<file path="config.mk">
export PLATFORM = sky130hd
export DESIGN_NAME = nx_control_driver
export DESIGN_NICKNAME = d
export VERILOG_FILES = /design/src/rtl/nx_control_driver.sv
export SDC_FILE = /design/constraint.sdc
export NUM_CORES = 1
export LEC_CHECK = 0
export ABC_AREA = 1
export ABC_CLOCK_PERIOD_IN_PS = 4300
export CAP_MARGIN = 20
export CORE_UTILIZATION = 53
export DETAILED_ROUTE_END_ITERATION = 8
export MAX_ROUTING_LAYER = met4
export PLACE_DENSITY = 0.86
export SYNTH_ARGS = -nofsm -noshare
export SYNTH_HDL_FRONTEND = slang
export SYNTH_SLANG_ARGS = --single-unit
</file>
<file path="constraint.sdc">
create_clock -name i_clk -period 4.3 [get_ports i_clk]
set_input_delay 0.86 -clock i_clk [delete_from_list [all_inputs] [get_ports i_clk]]
set_output_delay 0.86 -clock i_clk [all_outputs]
set_load 0.02 [all_outputs]
</file>
<file path="src/rtl/nx_control_driver.sv">
// Host-side burst initiator for the nx_control message protocol: programs trigger mask and
// interval, starts the mesh, polls STATUS until it goes idle, then reads back CYCLES.
package nx_control_pkg;
  localparam int MESSAGE_WIDTH = 32;

  typedef enum logic [2:0] {
    CMD_ACTIVE   = 3'd0,
    CMD_STATUS   = 3'd1,
    CMD_CYCLES   = 3'd2,
    CMD_INTERVAL = 3'd3,
    CMD_TRIGMASK = 3'd4
  } control_command_t;

  localparam int RX_PYLD_WIDTH = MESSAGE_WIDTH - $bits(control_command_t);

  typedef struct packed {
    control_command_t           command;
    logic [RX_PYLD_WIDTH-1:0]   payload;
  } control_message_t;

  // Raw response word; for STATUS, bit 0 is the mesh active flag.
  typedef logic [MESSAGE_WIDTH-1:0] control_response_t;
endpackage

module nx_control_driver
  import nx_control_pkg::*;
#(
  parameter int COLUMNS   = 3,
  parameter int POLL_GAP  = 16,
  parameter int MAX_POLLS = 1024
) (
  input  logic                     i_clk,
  input  logic                     i_rst,
  input  logic                     i_start,
  input  logic                     i_abort,
  input  logic [RX_PYLD_WIDTH-1:0] i_interval,
  input  logic [COLUMNS-1:0]       i_trig_mask,
  output logic                     o_busy,
  output logic                     o_done,
  output logic                     o_error,
  output logic [MESSAGE_WIDTH-1:0] o_cycles,
  output control_message_t         o_cmd_data,
  output logic                     o_cmd_valid,
  input  logic                     i_cmd_ready,
  input  control_response_t        i_resp_data,
  input  logic                     i_resp_valid,
  output logic                     o_resp_ready,
  output logic [3:0]               o_dbg_state
);

  localparam int GW = $clog2(POLL_GAP + 1);
  localparam int PW = $clog2(MAX_POLLS + 1);

  typedef enum logic [3:0] {
    S_IDLE, S_SEND_MASK, S_SEND_INTERVAL, S_SEND_ACTIVE, S_POLL_WAIT,
    S_SEND_STATUS, S_WAIT_STATUS, S_SEND_CYCLES, S_WAIT_CYCLES, S_SEND_STOP
  } state_t;

  state_t                   state;
  logic [RX_PYLD_WIDTH-1:0] interval_q;
  logic [COLUMNS-1:0]       mask_q;
  logic [GW-1:0]            gap_cnt;
  logic [PW-1:0]            poll_cnt;
  logic                     abort_pend;

  // Handshake: a command moves on a cycle where o_cmd_valid && i_cmd_ready; once raised, valid
  // and data hold until that cycle. Responses are taken whenever i_resp_valid && o_resp_ready.
  logic xfer, resp_take, abort_req, in_wait;
  assign xfer      = o_cmd_valid && i_cmd_ready;
  assign resp_take = i_resp_valid && o_resp_ready;
  assign abort_req = abort_pend || i_abort;
  assign in_wait   = (state == S_WAIT_STATUS) || (state == S_WAIT_CYCLES);
  assign o_dbg_state = state;

  function automatic control_message_t msg(control_command_t c, logic [RX_PYLD_WIDTH-1:0] p);
    control_message_t m;
    m.command = c;
    m.payload = p;
    return m;
  endfunction

  always_ff @(posedge i_clk) begin
    if (i_rst) begin
      state        <= S_IDLE;
      interval_q   <= '0;
      mask_q       <= '0;
      gap_cnt      <= '0;
      poll_cnt     <= '0;
      abort_pend   <= 1'b0;
      o_busy       <= 1'b0;
      o_done       <= 1'b0;
      o_error      <= 1'b0;
      o_cycles     <= '0;
      o_cmd_data   <= '0;
      o_cmd_valid  <= 1'b0;
      o_resp_ready <= 1'b0;
    end else begin
      o_resp_ready <= 1'b1;
      o_done       <= 1'b0;
      // Anything arriving outside a WAIT state is a stray response: swallow it and flag it.
      o_error      <= resp_take && !in_wait;
      if (i_abort && state != S_IDLE && state != S_SEND_STOP) abort_pend <= 1'b1;

      case (state)
        S_IDLE: begin
          if (i_start) begin
            if (i_interval == '0) begin
              o_error <= 1'b1;
            end else begin
              interval_q  <= i_interval;
              mask_q      <= i_trig_mask;
              poll_cnt    <= '0;
              abort_pend  <= 1'b0;
              o_busy      <= 1'b1;
              o_cmd_valid <= 1'b1;
              o_cmd_data  <= msg(CMD_TRIGMASK, RX_PYLD_WIDTH'(i_trig_mask));
              state       <= S_SEND_MASK;
            end
          end
        end
        S_SEND_MASK, S_SEND_INTERVAL: begin
          if (xfer) begin
            if (abort_req) begin
              o_cmd_data <= msg(CMD_ACTIVE, '0);
              abort_pend <= 1'b0;
              state      <= S_SEND_STOP;
            end else if (state == S_SEND_MASK) begin
              o_cmd_data <= msg(CMD_INTERVAL, interval_q);
              state      <= S_SEND_INTERVAL;
            end else begin
              o_cmd_data <= msg(CMD_ACTIVE, RX_PYLD_WIDTH'(1));
              state      <= S_SEND_ACTIVE;
            end
          end
        end
        S_SEND_ACTIVE: begin
          if (xfer) begin
            if (abort_req) begin
              o_cmd_data <= msg(CMD_ACTIVE, '0);
              abort_pend <= 1'b0;
              state      <= S_SEND_STOP;
            end else begin
              o_cmd_valid <= 1'b0;
              gap_cnt     <= '0;
              state       <= S_POLL_WAIT;
            end
          end
        end
        S_POLL_WAIT: begin
          if (abort_req) begin
            o_cmd_valid <= 1'b1;
            o_cmd_data  <= msg(CMD_ACTIVE, '0);
            abort_pend  <= 1'b0;
            state       <= S_SEND_STOP;
          end else if (gap_cnt == GW'(POLL_GAP - 1)) begin
            o_cmd_valid <= 1'b1;
            o_cmd_data  <= msg(CMD_STATUS, '0);
            state       <= S_SEND_STATUS;
          end else begin
            gap_cnt <= gap_cnt + GW'(1);
          end
        end
        S_SEND_STATUS: begin
          if (xfer) begin
            o_cmd_valid <= 1'b0;
            state       <= S_WAIT_STATUS;
          end
        end
        S_WAIT_STATUS: begin
          if (resp_take) begin
            if (abort_req || (i_resp_data[0] && poll_cnt == PW'(MAX_POLLS - 1))) begin
              // Abort takes priority and is silent; a timeout reports an error.
              o_error     <= !abort_req;
              o_cmd_valid <= 1'b1;
              o_cmd_data  <= msg(CMD_ACTIVE, '0);
              abort_pend  <= 1'b0;
              state       <= S_SEND_STOP;
            end else if (!i_resp_data[0]) begin
              o_cmd_valid <= 1'b1;
              o_cmd_data  <= msg(CMD_CYCLES, '0);
              state       <= S_SEND_CYCLES;
            end else begin
              poll_cnt <= poll_cnt + PW'(1);
              gap_cnt  <= '0;
              state    <= S_POLL_WAIT;
            end
          end
        end
        S_SEND_CYCLES: begin
          if (xfer) begin
            o_cmd_valid <= 1'b0;
            state       <= S_WAIT_CYCLES;
          end
        end
        S_WAIT_CYCLES: begin
          // Only an abort latched before the response cancels the read-back.
          if (resp_take) begin
            if (abort_pend) begin
              o_cmd_valid <= 1'b1;
              o_cmd_data  <= msg(CMD_ACTIVE, '0);
              abort_pend  <= 1'b0;
              state       <= S_SEND_STOP;
            end else begin
              o_cycles   <= i_resp_data;
              o_done     <= 1'b1;
              o_busy     <= 1'b0;
              abort_pend <= 1'b0;
              state      <= S_IDLE;
            end
          end
        end
        S_SEND_STOP: begin
          if (xfer) begin
            o_cmd_valid <= 1'b0;
            o_busy      <= 1'b0;
            abort_pend  <= 1'b0;
            state       <= S_IDLE;
          end
        end
        default: begin
          o_cmd_valid <= 1'b0;
          o_busy      <= 1'b0;
          state       <= S_IDLE;
        end
      endcase
    end
  end

endmodule

</file>
Fig. 1: wires at chosen ports, followed through buffers
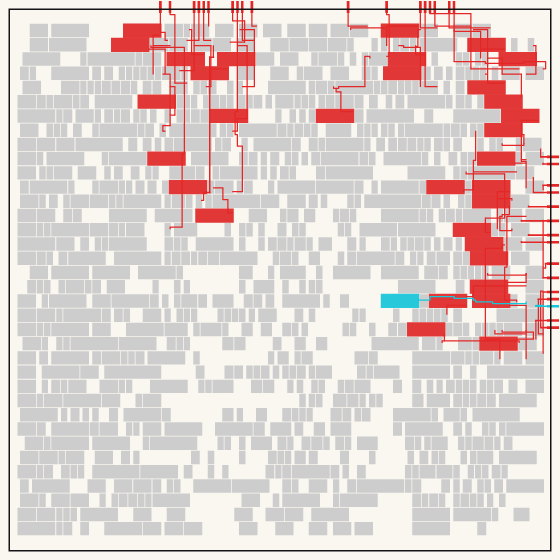
[`o_cmd_data`] red | direction: output | edge: 18 top, 14 right | end cells: 32 | buffers: 32 | wire: 835 um
[`o_error`] cyan | direction: output | edge: right | end cells: 1 | buffers: 1 | wire: 27.0 um
num ports: 143
Buffers on Ports: 142

Fig. 2: register map, names as in the netlist
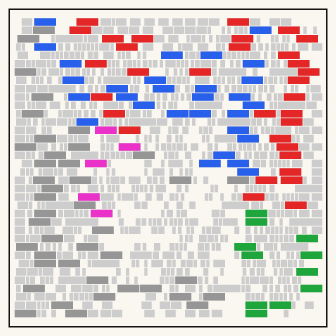
[`gap_cnt`] magenta | sequential cells: 5
[`o_cmd_data`] red | sequential cells: 32
[`poll_cnt`] green | sequential cells: 11 | where: lower right
[`interval_q`] blue | sequential cells: 29
not coloured: 42
FF/Latch Area: 2382 um^2
Sequential Power: 1.44 mW
sequential cell area share: 0.3195
Util after Layout: 0.7558

==> results.toml <==
# synthesis and place-and-route metrics
[logic_synthesis]
ys_async_sr_fraction = 0
synth_adder_area_share = 0.006914
synth-simple-area-share = 0.3630
yosys_warnings = 0
yosysSeqAreaShare = 0.4388
syn-num-nets = 862
ys_seq_elements = 119
yosysChipArea_um2 = 5429
mux_area_frac = 0
yosys.area_share.aoi = 0.1086
ys_cells = 789
avgSynthCellArea_um2 = 6.881

[setup_path]
cp_max_fo = 59
r2r_end = "poll_cnt[3]$_SDFFE_PP0P_"
cp_top_family = "buffers and inverters"
worstPathCellList = "clkdlybuf4s50_1 -> inv_2 -> o21ai_0 -> nor3_1"
worstSetupStartpoint = "i_rst"
ff2ff_path_depth = 9
critical-path-slowest-cell = "inv_2"

[clock_network]
numCtsBuffers = 17
clock-root-buffer = "clkbuf_8"
post_cts_buffers = 0
cts_tree = "built"
worstSkewPairLatency_ns = 0.53
path_clk_slew_ns = 0.06

[detailed_routing]
dr_total_vias = 5605
via_per_inst = 5.278
drc = 0

[cells_and_area]
area_growth_pct = 37.34
nNonClkBuffers = 147
drive_gt1_frac = 0.07320
largest_class = "logic gates"
final_nets = 989
sh_comb_area = 0.3573
layout_top_cell = "nor2_1"
final_cells = 1062
top_regs = "o_cmd_data x32, o_cycles x32, interval_q x29"
nonClkBufAreaFrac = 0.1984

[timing]
final_hold_viol_count = 0
setup_violations = 0
slew_viol_final = 0
clock.fmax_ghz = 0.3594
fin_crit_sh = 0.6472
period_minus_slack_ns = 2.783
setup_slack_ns = 1.517
worstMarginPinSlew_ns = 0.9288
tns_ns = 0
skew_ns = 0.004812

[floorplan]
die_width_um = 103.2
nWellTaps = 133
fp-row-count = 36
fp.dieH_um = 103.2
core_um2 = 9864

[outcome]
status = "finished clean"

[global_route]
grt_pass1_wl_mm = 23.90
grt_pass1_vias = 5170
grt_max_degree = 60

[job]
cap_viol_max_count = 0

[placed_design]
post-place-ws_ns = 0.9614
dpl.cell_count = 1029

[pwr]
p_comb_mw = 1.64
comb_power_share = 0.365
ir_drop_mv = 0.3290
swShare = 0.3672
pwr-share-clk = 0.314
total_power_mw = 4.495
power.leakage_nw = 3.176
pg_clk_mw = 1.41

[worst_hold_path]
hold_depth = 2
min_to = "o_cmd_data[26]$_SDFFE_PP0P_"
[synth_stat cells (3+ instances only)]
master,count,area [um^2]
dfxtp_1,119,2382
inv_2,5,18.77
nand4_1,7,43.79
nand3_1,68,340.3
nand2_2,5,31.28
nor2_4,6,67.56
a21oi_1,39,195.2
clkbuf_1,19,71.32
ha_1,3,37.54
nor2_1,207,777.0
xor2_1,6,52.55
nand2_1,147,551.8
nor3_1,3,15.01
buf_6,6,67.56
o21ai_0,61,305.3
clkbuf_2,3,15.01
buf_2,8,40.04
nor2_2,8,50.05
o21ai_1,7,35.03
inv_1,39,146.4
[routing by layer]
layer  routed length, um  vias up  GRT usage
met5                   0        -          -
met4                 355        0     0.1311
met3                 983       32    0.08065
met2                7464      238     0.5036
met1                6413     2565     0.3534
li1                    -     2770          -
Power is estimated from default activity; no workload was simulated.
